### config.mk
export PLATFORM = sky130hd
export DESIGN_NAME = uart_rx_fifo
export DESIGN_NICKNAME = d
export VERILOG_FILES = /design/src/rtl/uart_rx_fifo.sv
export SDC_FILE = /design/constraint.sdc
export NUM_CORES = 1
export LEC_CHECK = 0
export CORE_MARGIN = 4
export CORE_UTILIZATION = 35
export CTS_CLUSTER_SIZE = 14
export DETAILED_ROUTE_END_ITERATION = 7
export DONT_BUFFER_PORTS = 1
export PLACE_DENSITY = 0.47
export REMOVE_ABC_BUFFERS = 1
export SYNTH_ARGS = -nofsm -noshare
export SYNTH_HDL_FRONTEND = slang
export SYNTH_SLANG_ARGS = --single-unit
### constraint.sdc
create_clock -name i_clk -period 3.9 [get_ports i_clk]
set_input_delay 0.585 -clock i_clk [delete_from_list [all_inputs] [get_ports i_clk]]
set_output_delay 0.585 -clock i_clk [all_outputs]
set_load 0.005 [all_outputs]
### src/rtl/uart_rx_fifo.sv
// rtl/uart_rx_fifo.sv - receive-side byte FIFO that fetches from an upstream UART and serves a CPU register port
module uart_rx_fifo #(
    parameter int DEPTH     = 16,
    parameter int THRESHOLD = 1
) (
    input  logic       i_clk,
    input  logic       i_reset,
    input  logic       i_rx_int,
    input  logic [7:0] i_rx_dat,
    output logic       o_rx_cyc,
    output logic       o_rx_addr,
    output logic       o_rx_we,
    input  logic       i_cyc,
    input  logic       i_we,
    input  logic       i_addr,
    input  logic [7:0] i_dat,
    output logic [7:0] o_dat,
    output logic       o_int
);

    localparam int AW = (DEPTH > 1) ? $clog2(DEPTH) : 1;
    localparam logic [AW:0] THR = (AW + 1)'(THRESHOLD);

    typedef enum logic {
        IDLE  = 1'b0,
        FETCH = 1'b1
    } state_t;

    state_t      state_q, state_d;
    logic        pending_q, pending_d;
    logic [AW:0] wr_ptr_q, wr_ptr_d;
    logic [AW:0] rd_ptr_q, rd_ptr_d;
    logic [AW:0] level_d;
    logic        ov_q, ov_d;
    logic        int_q, int_d;
    logic [7:0]  mem_q [DEPTH];

    logic empty, full;
    logic cpu_rd_data, cpu_rd_stat, flush;
    logic push_req, push_ok, pop, overflow;
    logic unused_dat;

    assign empty = (wr_ptr_q == rd_ptr_q);
    assign full  = (wr_ptr_q[AW-1:0] == rd_ptr_q[AW-1:0]) && (wr_ptr_q[AW] != rd_ptr_q[AW]);

    assign cpu_rd_data = i_cyc && !i_we && !i_addr;
    assign cpu_rd_stat = i_cyc && !i_we && i_addr;
    assign flush       = i_cyc && i_we && i_addr && i_dat[0];
    assign unused_dat  = ^i_dat[7:1];

    // The byte sampled at the end of FETCH is the push; a flush in the same cycle drops it.
    assign push_req = (state_q == FETCH);
    assign pop      = cpu_rd_data && !empty;
    assign push_ok  = push_req && !flush && (!full || pop);
    assign overflow = push_req && !flush && full && !pop;

    assign o_rx_cyc  = (state_q == FETCH);
    assign o_rx_addr = 1'b0;
    assign o_rx_we   = 1'b0;
    assign o_int     = int_q;

    always_comb begin
        state_d   = state_q;
        pending_d = pending_q;
        case (state_q)
            IDLE: begin
                if (i_rx_int || pending_q) begin
                    state_d = FETCH;
                end
                // If both a fresh pulse and a pending one exist, one is consumed now.
                pending_d = pending_q && i_rx_int;
            end
            FETCH: begin
                state_d   = IDLE;
                pending_d = pending_q || i_rx_int;
            end
            default: begin
                state_d   = IDLE;
                pending_d = 1'b0;
            end
        endcase
    end

    always_comb begin
        wr_ptr_d = wr_ptr_q;
        rd_ptr_d = rd_ptr_q;
        ov_d     = ov_q;
        if (flush) begin
            rd_ptr_d = wr_ptr_q;
            ov_d     = 1'b0;
        end else begin
            if (push_ok) begin
                wr_ptr_d = wr_ptr_q + 1'b1;
            end
            if (pop) begin
                rd_ptr_d = rd_ptr_q + 1'b1;
            end
            if (overflow) begin
                ov_d = 1'b1;
            end else if (cpu_rd_stat) begin
                ov_d = 1'b0;
            end
        end
        level_d = wr_ptr_d - rd_ptr_d;
        int_d   = (level_d >= THR);
    end

    always_ff @(posedge i_clk) begin
        if (i_reset) begin
            state_q   <= IDLE;
            pending_q <= 1'b0;
            wr_ptr_q  <= '0;
            rd_ptr_q  <= '0;
            ov_q      <= 1'b0;
            int_q     <= 1'b0;
        end else begin
            state_q   <= state_d;
            pending_q <= pending_d;
            wr_ptr_q  <= wr_ptr_d;
            rd_ptr_q  <= rd_ptr_d;
            ov_q      <= ov_d;
            int_q     <= int_d;
        end
    end

    always_ff @(posedge i_clk) begin
        if (push_ok && !i_reset) begin
            mem_q[wr_ptr_q[AW-1:0]] <= i_rx_dat;
        end
    end

    always_comb begin
        o_dat = 8'h00;
        if (i_addr) begin
            o_dat = {5'd0, full, ov_q, !empty};
        end else if (!empty) begin
            o_dat = mem_q[rd_ptr_q[AW-1:0]];
        end
    end

endmodule

run_1/wires.png
Bar = 50 um.
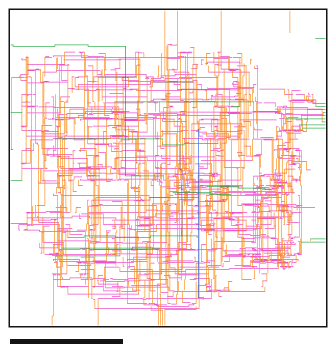
Key: green = metal 3 [wire length 612 um]; orange = metal 2 [wire length 6920 um]; blue = metal 4 [wire length 172 um]; magenta = metal 1 [wire length 5690 um]

run_1/metal_density.png
Bar = 50 um. 28 x 28 tiles, from dark blue (low) to red (high), scaled to the fullest tile. Values are wire area over tile area, all layers added.
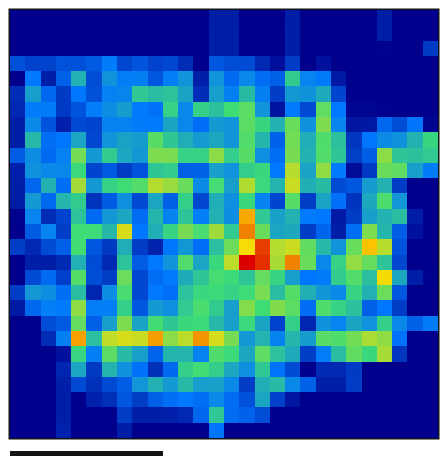
26% of the tiles are nearly empty. 13% of the tiles are over half the peak. The emptiest ninth of the die: top right. The fullest tile reaches 0.44.

==> impl_results.rst, run 1 <==
Flow metrics
------------

.. list-table::
   :header-rows: 1

   * - Metric
     - Value
   * - Nature of the critical path endpoint
     - output pin
   * - Setup repair after global routing missed its margin
     - no
   * - Clock-pin slew reported for the worst setup and hold paths after clock tree synthesis
     - 0.06 ns
   * - Chip Width
     - 139 um
   * - Dominant flop cell
     - sky130_fd_sc_hd__edfxtp_1
   * - Setup repair bufs after CTS
     - 0
   * - WS Path Type
     - reg2out
   * - Area grow syn2layout
     - 15.6%
   * - Logic pwr share
     - 6.1%
   * - Maximum fanout along the worst path
     - 21
   * - Net count reported at finish
     - 391
   * - Cell count listed in synth_stat.txt
     - 335
   * - Worst Setup Start Kind
     - flip-flop
   * - Number of failing setup endpoints in the final timing report
     - 0
   * - Internal cell power
     - 2.72 mW
   * - Fin crit share
     - 88.8%
   * - CORE AREA
     - 16800 um2
   * - First element of the critical path
     - rd_ptr_q[0]$_SDFF_PP0_
   * - Minimum period implied by the final worst setup slack
     - 3.47 ns
   * - Combinational share of cell area
     - 25.9%
   * - Resize count post-CTS
     - 0
   * - Hold crit path type
     - in2reg
   * - Number of buffers added to fix hold violations after cts
     - 0
   * - Number of global-route vias before repair
     - 3108
   * - Num rows
     - 47
   * - Outcome
     - finished clean
   * - Initial antenna violation count
     - 0
   * - Ordered list of cells on the worst path
     - buf_4 -> buf_4 -> mux4_2 -> mux4_2 -> inv_1 -> o21ai_0
   * - Transition at the pin with the smallest max-transition slack
     - 0.549 ns
   * - Global-route wire length before repair
     - 20.2 mm
run_1/congestion.png
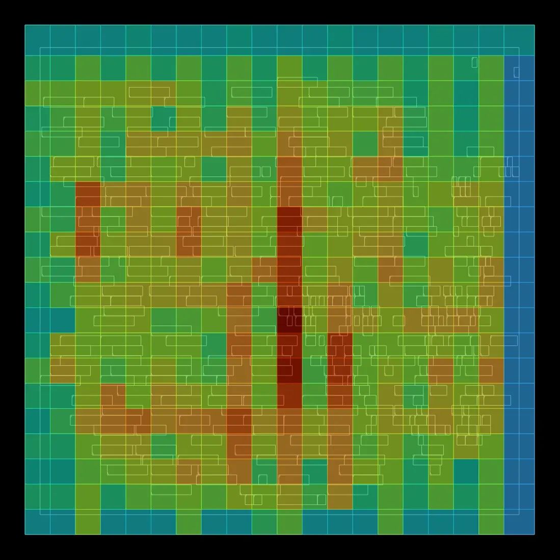
Finished Core Util: 41.7%
met2 track demand over resource: 24.1%

[run 1: logic make-up after synthesis]
| kind of cell | share of synthesized area (%) |
|---|---|
| AOI/OAI and AO/OA | 3.12 |
| xor gates and xnor gates | 3.10 |
| adders and majority gates | 1.86 |
| buffers and inverters | 1.90 |
| DFF | 68.2 |
| muxes | 15.4 |
| other | 0.0620 |
| and+or+nand+nor | 6.35 |
[run 1: through the flow]
step | hold WS [ns] | utilization [%] | power [mW]
global placement | 0.460 | 38.2 | 1.93
floorplan | 0.442 | - | 1.87
CTS | 0.206 | 41.7 | 3.53
global route | 0.204 | 41.7 | 3.63
finish | 0.228 | 41.7 | 3.49
detailed placement | 0.465 | 38.2 | 1.93
[run 1: critical path: cells and delay by family, from the launching register on]
family / cells / cell delay (ns)
AOI/OAI and AO/OA: 1 / 0.12
buffers and inverters: 3 / 0.87
DFF: 1 / 0.35
muxes: 2 / 1.10
[run 1: power by group through the flow]
stage / combinational, mW / clock (mW) / sequential [mW]
after floorplan: 0.147 / 0 / 1.73
after global placement: 0.215 / 0 / 1.71
after detailed placement: 0.216 / 0 / 1.71
after CTS: 0.217 / 1.64 / 1.68
after global routing: 0.233 / 1.72 / 1.68
final: 0.211 / 1.60 / 1.68
[run 1: sequential cells by signal, indices dropped and copies added (netlist names)]
register / flops
mem_q: 128
rd_ptr_q: 5
wr_ptr_q: 5
o_int: 1
o_rx_cyc: 1
ov_q: 1
pending_q: 1
[run 1: routing by layer]
layer | up-vias | share of wire (%) | track usage (%)
li1 | 1371 | - | -
met1 | 1560 | 42 | 18.6
met2 | 59 | 52 | 24.1
met3 | 8 | 4.6 | 4.19
met4 | 0 | 1.3 | 4.74
met5 | - | 0 | 0
==> run 1 -> run 2 <==
--- a/config.mk
+++ b/config.mk
@@ -10,7 +10,7 @@
 export CTS_CLUSTER_SIZE = 14
 export DETAILED_ROUTE_END_ITERATION = 7
 export DONT_BUFFER_PORTS = 1
-export PLACE_DENSITY = 0.47
+export PLACE_DENSITY = 0.5
 export REMOVE_ABC_BUFFERS = 1
 export SYNTH_ARGS = -nofsm -noshare
 export SYNTH_HDL_FRONTEND = slang
==> run 2 against run 1 <==
Against the previous run: maximum frequency grew 5.1%; sequential share of layout area barely moved; global-route usage down 0.33 points; critical path type unchanged; critical endpoint unchanged; largest cell class unchanged.
==> impl_results.rst, run 2 <==
Flow metrics
------------

.. list-table::
   :header-rows: 1

   * - Metric
     - Value
   * - Outcome
     - finished clean
   * - Minimum period implied by the final worst setup slack
     - 3.30 ns
   * - Leading power group
     - sequential cells
   * - Num rows
     - 47
   * - WS Path Type
     - reg2out
   * - Worst hold margin
     - 0.227 ns
   * - Internal cell power
     - 2.72 mW
   * - Nature of the critical path endpoint
     - output pin
   * - Chip Width
     - 139 um
   * - Length of routed wiring on met1
     - 6.16 mm
   * - Maximum fanout along the worst path
     - 35
   * - Dominant flop cell
     - sky130_fd_sc_hd__edfxtp_1
   * - Global-route wire length before repair
     - 20.1 mm
   * - Number of global-route vias before repair
     - 3100
   * - Resize count post-CTS
     - 0
   * - Met3 Wirelength
     - 587 um
   * - Detail Route met2 WL
     - 6.37 mm
   * - Dominant delay contributor by cell family on the critical path
     - multiplexers
   * - Clock Power
     - 1.57 mW
   * - Number of flip-flops in the largest register
     - 128
   * - Net count reported at finish
     - 393
   * - Logic pwr share
     - 6.2%
   * - Power of the sequential group
     - 1.68 mW
   * - Crit path max-delay cell type
     - sky130_fd_sc_hd__mux4_2
   * - Clock-pin slew reported for the worst setup and hold paths after clock tree synthesis
     - 0.06 ns
   * - Top routing layer used
     - met4
   * - Number of buffers added to fix hold violations after cts
     - 0
   * - Hold crit path type
     - in2reg
   * - Ordered list of cells on the worst path
     - buf_4 -> mux4_2 -> mux4_2 -> inv_1 -> o21ai_0
   * - Setup repair bufs after CTS
     - 0
   * - Cell count listed in synth_stat.txt
     - 335
   * - Fin crit share
     - 84.5%
==> run 2: stage by stage <==
stage               cells  util, %  instance area [um2]  power (mW)  setup slack [ns]
finish                595     41.7                 6990        3.46             0.603
global route          595     41.7                 6990        3.58             0.404
CTS                   595     41.7                 6990        3.50             0.525
detailed placement    563     38.3                 6420        1.93             0.733
global placement      563     38.3                 6420        1.93             0.740
floorplan             318        -                 5960        1.87           -0.0977
==> run 2: area by class of cell <==
type / instances / area, um2 / share of cell area, %
Clock buffer: 19 / 433 / 6.19
Clock inverter: 13 / 139 / 1.99
Inverter: 5 / 18.8 / 0.268
Multi-Input combinational cell: 171 / 1810 / 25.9
Sequential cell: 142 / 4130 / 59.0
Tap cell: 220 / 275 / 3.94
Timing Repair Buffer: 25 / 188 / 2.68
==> run 2: routing by layer <==
metal | vias up | track usage (%)
met5 | - | 0
met4 | 0 | 4.99
met3 | 12 | 4.53
met2 | 53 | 21.8
met1 | 1620 | 19.3
li1 | 1378 | -
==> run 2: logic make-up after synthesis <==
group,count (synthesis),share of synthesized area (%)
other,1,0.0620
XOR/XNOR,18,3.10
buffers and inverters,23,1.90
adder cells (fa/ha/maj),9,1.86
flip-flops,142,68.2
AND-OR/OR-AND,25,3.12
AND/OR/NAND/NOR,74,6.35
multiplexers,43,15.4
==> run 2: worst paths after layout <==
path / to / start / depth (start not counted) / slack, ns
worst max-delay path: o_dat[1] / rd_ptr_q[0]$_SDFF_PP0_ / 5 / 0.60
worst min-delay path: rd_ptr_q[0]$_SDFF_PP0_ / i_reset / 1 / 0.23
worst max register to register: o_int$_SDFF_PP0_ / wr_ptr_q[3]$_SDFF_PP0_ / 12 / 0.75
worst min register to register: pending_q$_SDFF_PP0_ / pending_q$_SDFF_PP0_ / 2 / 0.47
run_2/flops_by_reg.png
Bar = 50 um.
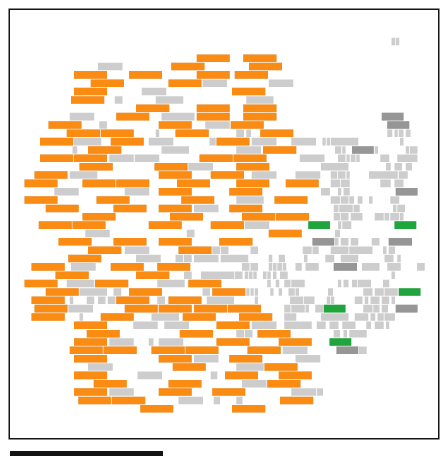
Key: orange = mem_q [placed flops 128]; green = wr_ptr_q [placed flops 5]

run_2/placement_by_type.png
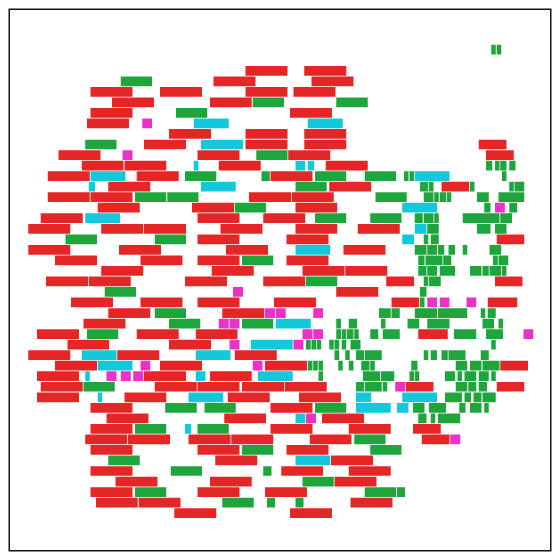
Key: magenta = other buffers and delay cells [cells 25]; cyan = clock drivers and dummy loads [cells 32]; red = flops [cells 142]; green = combinational and other logic [cells 176]

run_2/congestion.png
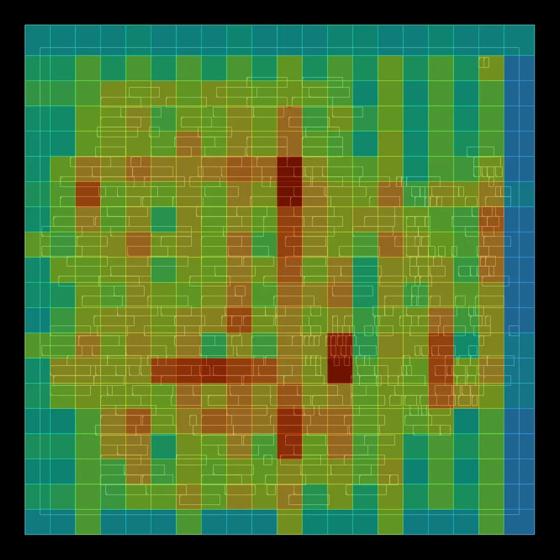
Global Route met1 Usage: 19.3%
met2 track demand over resource: 21.8%
most heavily used metal layer in global routing: met2
average wire per cell in the routed design: 22.3 um
fraction of met3 tracks used by global routing: 4.53%

==> run 2 -> run 3 <==
--- a/config.mk
+++ b/config.mk
@@ -10,7 +10,7 @@
 export CTS_CLUSTER_SIZE = 14
 export DETAILED_ROUTE_END_ITERATION = 7
 export DONT_BUFFER_PORTS = 1
-export PLACE_DENSITY = 0.5
+export PLACE_DENSITY = 0.52
 export REMOVE_ABC_BUFFERS = 1
 export SYNTH_ARGS = -nofsm -noshare
 export SYNTH_HDL_FRONTEND = slang
==> constraint.sdc (replaced) <==
create_clock -name i_clk -period 2.8 [get_ports i_clk]
set_input_delay 0.42 -clock i_clk [delete_from_list [all_inputs] [get_ports i_clk]]
set_output_delay 0.42 -clock i_clk [all_outputs]
set_load 0.005 [all_outputs]
==> run 3 against run 2 <==
Against the previous run: worst hold slack got worse by 0.17 ns; sequential share of layout area decreased by 3.0 points; critical path depth increased by 6; final area increased by 5.6%; total power increased by 41%; critical endpoint is now o_int$_SDFF_PP0_; highest routed layer unchanged.
==> impl_results.rst, run 3 <==
Flow metrics
------------

.. list-table::
   :header-rows: 1

   * - Metric
     - Value
   * - Outcome
     - finished clean
   * - Global Route met1 Usage
     - 18.1%
   * - Met3 Wirelength
     - 400 um
   * - Worst slack at placement
     - -0.113 ns
   * - Sequential standard cell area
     - 4130 um2
   * - WS Path Type
     - reg2reg
   * - Dominant flop cell
     - sky130_fd_sc_hd__edfxtp_1
   * - Cell count listed in synth_stat.txt
     - 335
   * - Number of global-route vias before repair
     - 3462
   * - Min setup slack post-route
     - 0.0299 ns
   * - Power Total
     - 4.89 mW
   * - R2r setup slk
     - 0.03 ns
   * - Min-delay src
     - i_reset
   * - Setup repair after global routing missed its margin
     - yes
   * - Worst reg-to-reg path cell count
     - 11
   * - FF-to-FF End
     - o_int$_SDFF_PP0_
   * - Global-route wire length before repair
     - 20.5 mm
   * - Minimum period implied by the final worst setup slack
     - 2.77 ns
   * - Number of failing setup endpoints in the final timing report
     - 0
   * - Initial antenna violation count
     - 0
   * - Clock-pin slew reported for the worst setup and hold paths after clock tree synthesis
     - 0.06 ns
   * - Worst hold margin
     - 0.0583 ns
   * - Most used standard cells in the synthesized netlist
     - sky130_fd_sc_hd__edfxtp_1, sky130_fd_sc_hd__mux4_2, sky130_fd_sc_hd__nor2_1
   * - Worst ir drop on vdd
     - 423 uV
   * - Count of max-cap constraint violations
     - 0
   * - Number of flip-flops in the largest register
     - 128
   * - Detail Route met2 WL
     - 6.46 mm
   * - Most heavily used metal layer in global routing
     - met2
   * - End point of the critical path
     - o_int$_SDFF_PP0_
   * - Startpoint of the worst register-to-register path
     - wr_ptr_q[2]$_SDFF_PP0_
   * - Nature of the critical path endpoint
     - flip-flop
   * - Chip Width
     - 139 um
   * - Multi-input gate area in the final layout
     - 1910 um2
   * - Hold crit path type
     - in2reg
   * - End point of the most critical hold path
     - wr_ptr_q[2]$_SDFF_PP0_
   * - Placed inst area
     - 6560 um2
   * - Number of placed cells counting well taps
     - 580
   * - Worst Setup Start Kind
     - flip-flop
   * - Top routing layer used
     - met4
   * - Number of cells on the worst hold path
     - 1
   * - Number of buffers added to fix hold violations after cts
     - 0
   * - Area grow syn2layout
     - 22.1%
   * - Final standard cell count with taps included and fillers excluded
     - 622
   * - Length of routed wiring on met1
     - 5.83 mm
   * - Maximum fanout along the worst path
     - 5
   * - Fin crit share
     - 98.9%
## run 3: cell counts after synthesis
Identical to the previous run, type by type.
## run 3: report_power, final
group	leakage [nW]	internal, mW	switching (mW)
sequential	1.27	2.32	0.0134
combinational	0.871	0.223	0.189
clock	0.270	1.23	0.902
total	2.41	3.78	1.10
## run 3: cells by family (layout without fill, tap and decap cells)
family                     after synthesis  in the layout  synth area share [%]
AOI/OAI and AO/OA                       25             25                  3.12
xor gates and xnor gates                18             18                  3.10
adders and majority gates                9              9                  1.86
buffers and inverters                   23             89                  1.90
DFF                                    142            142                  68.2
muxes                                   43             43                  15.4
other                                    1              2                0.0620
and+or+nand+nor                         74             74                  6.35
## run 3: critical path, stage by stage (launching register included)
cell and delay, ns:
sky130_fd_sc_hd__dfxtp_2 0.34, sky130_fd_sc_hd__xnor2_2 0.20, sky130_fd_sc_hd__nand4_4 0.19, sky130_fd_sc_hd__o311ai_4 0.41, sky130_fd_sc_hd__mux2i_2 0.31, sky130_fd_sc_hd__xnor2_1 0.15, sky130_fd_sc_hd__ha_1 0.25, sky130_fd_sc_hd__nand2b_4 0.16
sky130_fd_sc_hd__a2111oi_4 0.32, sky130_fd_sc_hd__o21ai_1 0.12, sky130_fd_sc_hd__o41ai_1 0.08, sky130_fd_sc_hd__a31oi_1 0.12
## run 3: what timing repair did
action                                  CTS  global route
resized                                  17            17
gates cloned                              1             0
setup buffers                             5             5
endpoints found under the setup margin    8             4
pin swaps                                 2            13
## run 3: cell type report
type / count / share of cell area, %
clock inverters: 15 / 1.86
repair buffers: 52 / 6.52
well taps: 220 / 3.73
multi-input cells: 171 / 25.9
inverters: 5 / 0.254
flip-flops and latches: 142 / 56.0
clock buffers: 17 / 5.76
run_3/flops_by_reg.png
Bar = 50 um.
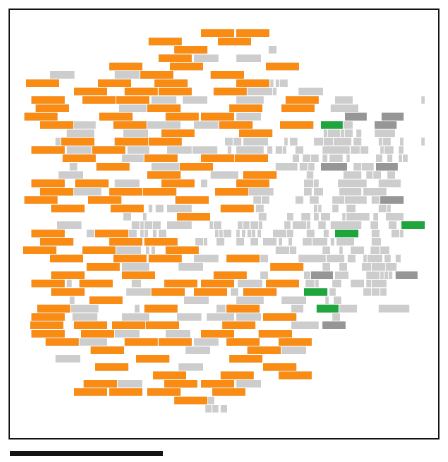
Key: orange = mem_q [placed flops 128]; green = wr_ptr_q [placed flops 5, where right middle]
Another 9 sequential cells are not colored.

run_3/congestion.png
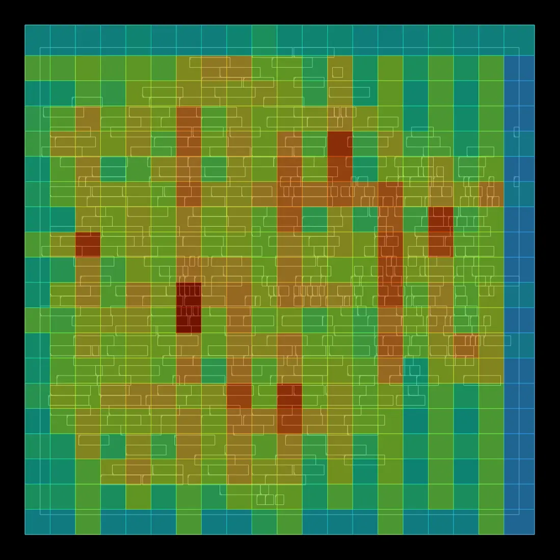
met2 track demand over resource: 23.2%
average wire per cell in the routed design: 20.7 um
fraction of met3 tracks used by global routing: 4.36%
Finished Core Util: 44.1%
all-layer global routing usage: 14.2%

run_3/placement_by_type.png
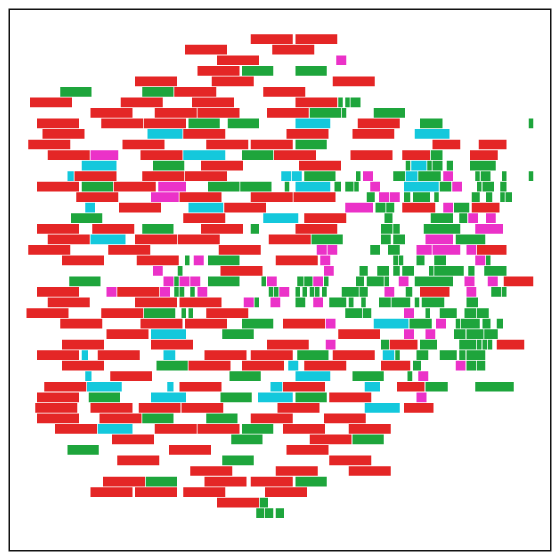
Key: cyan = clock drivers and dummy loads [cells 32]; green = combinational and other logic [cells 176]; red = flops [cells 142]; magenta = other buffers and delay cells [cells 52]
CORE AREA: 16800 um2
Layout Cell Area excl Fill: 7390 um2
sequential fraction of total cell area: 56.0%
num rows: 47

Power and IR drop assume default switching activity.
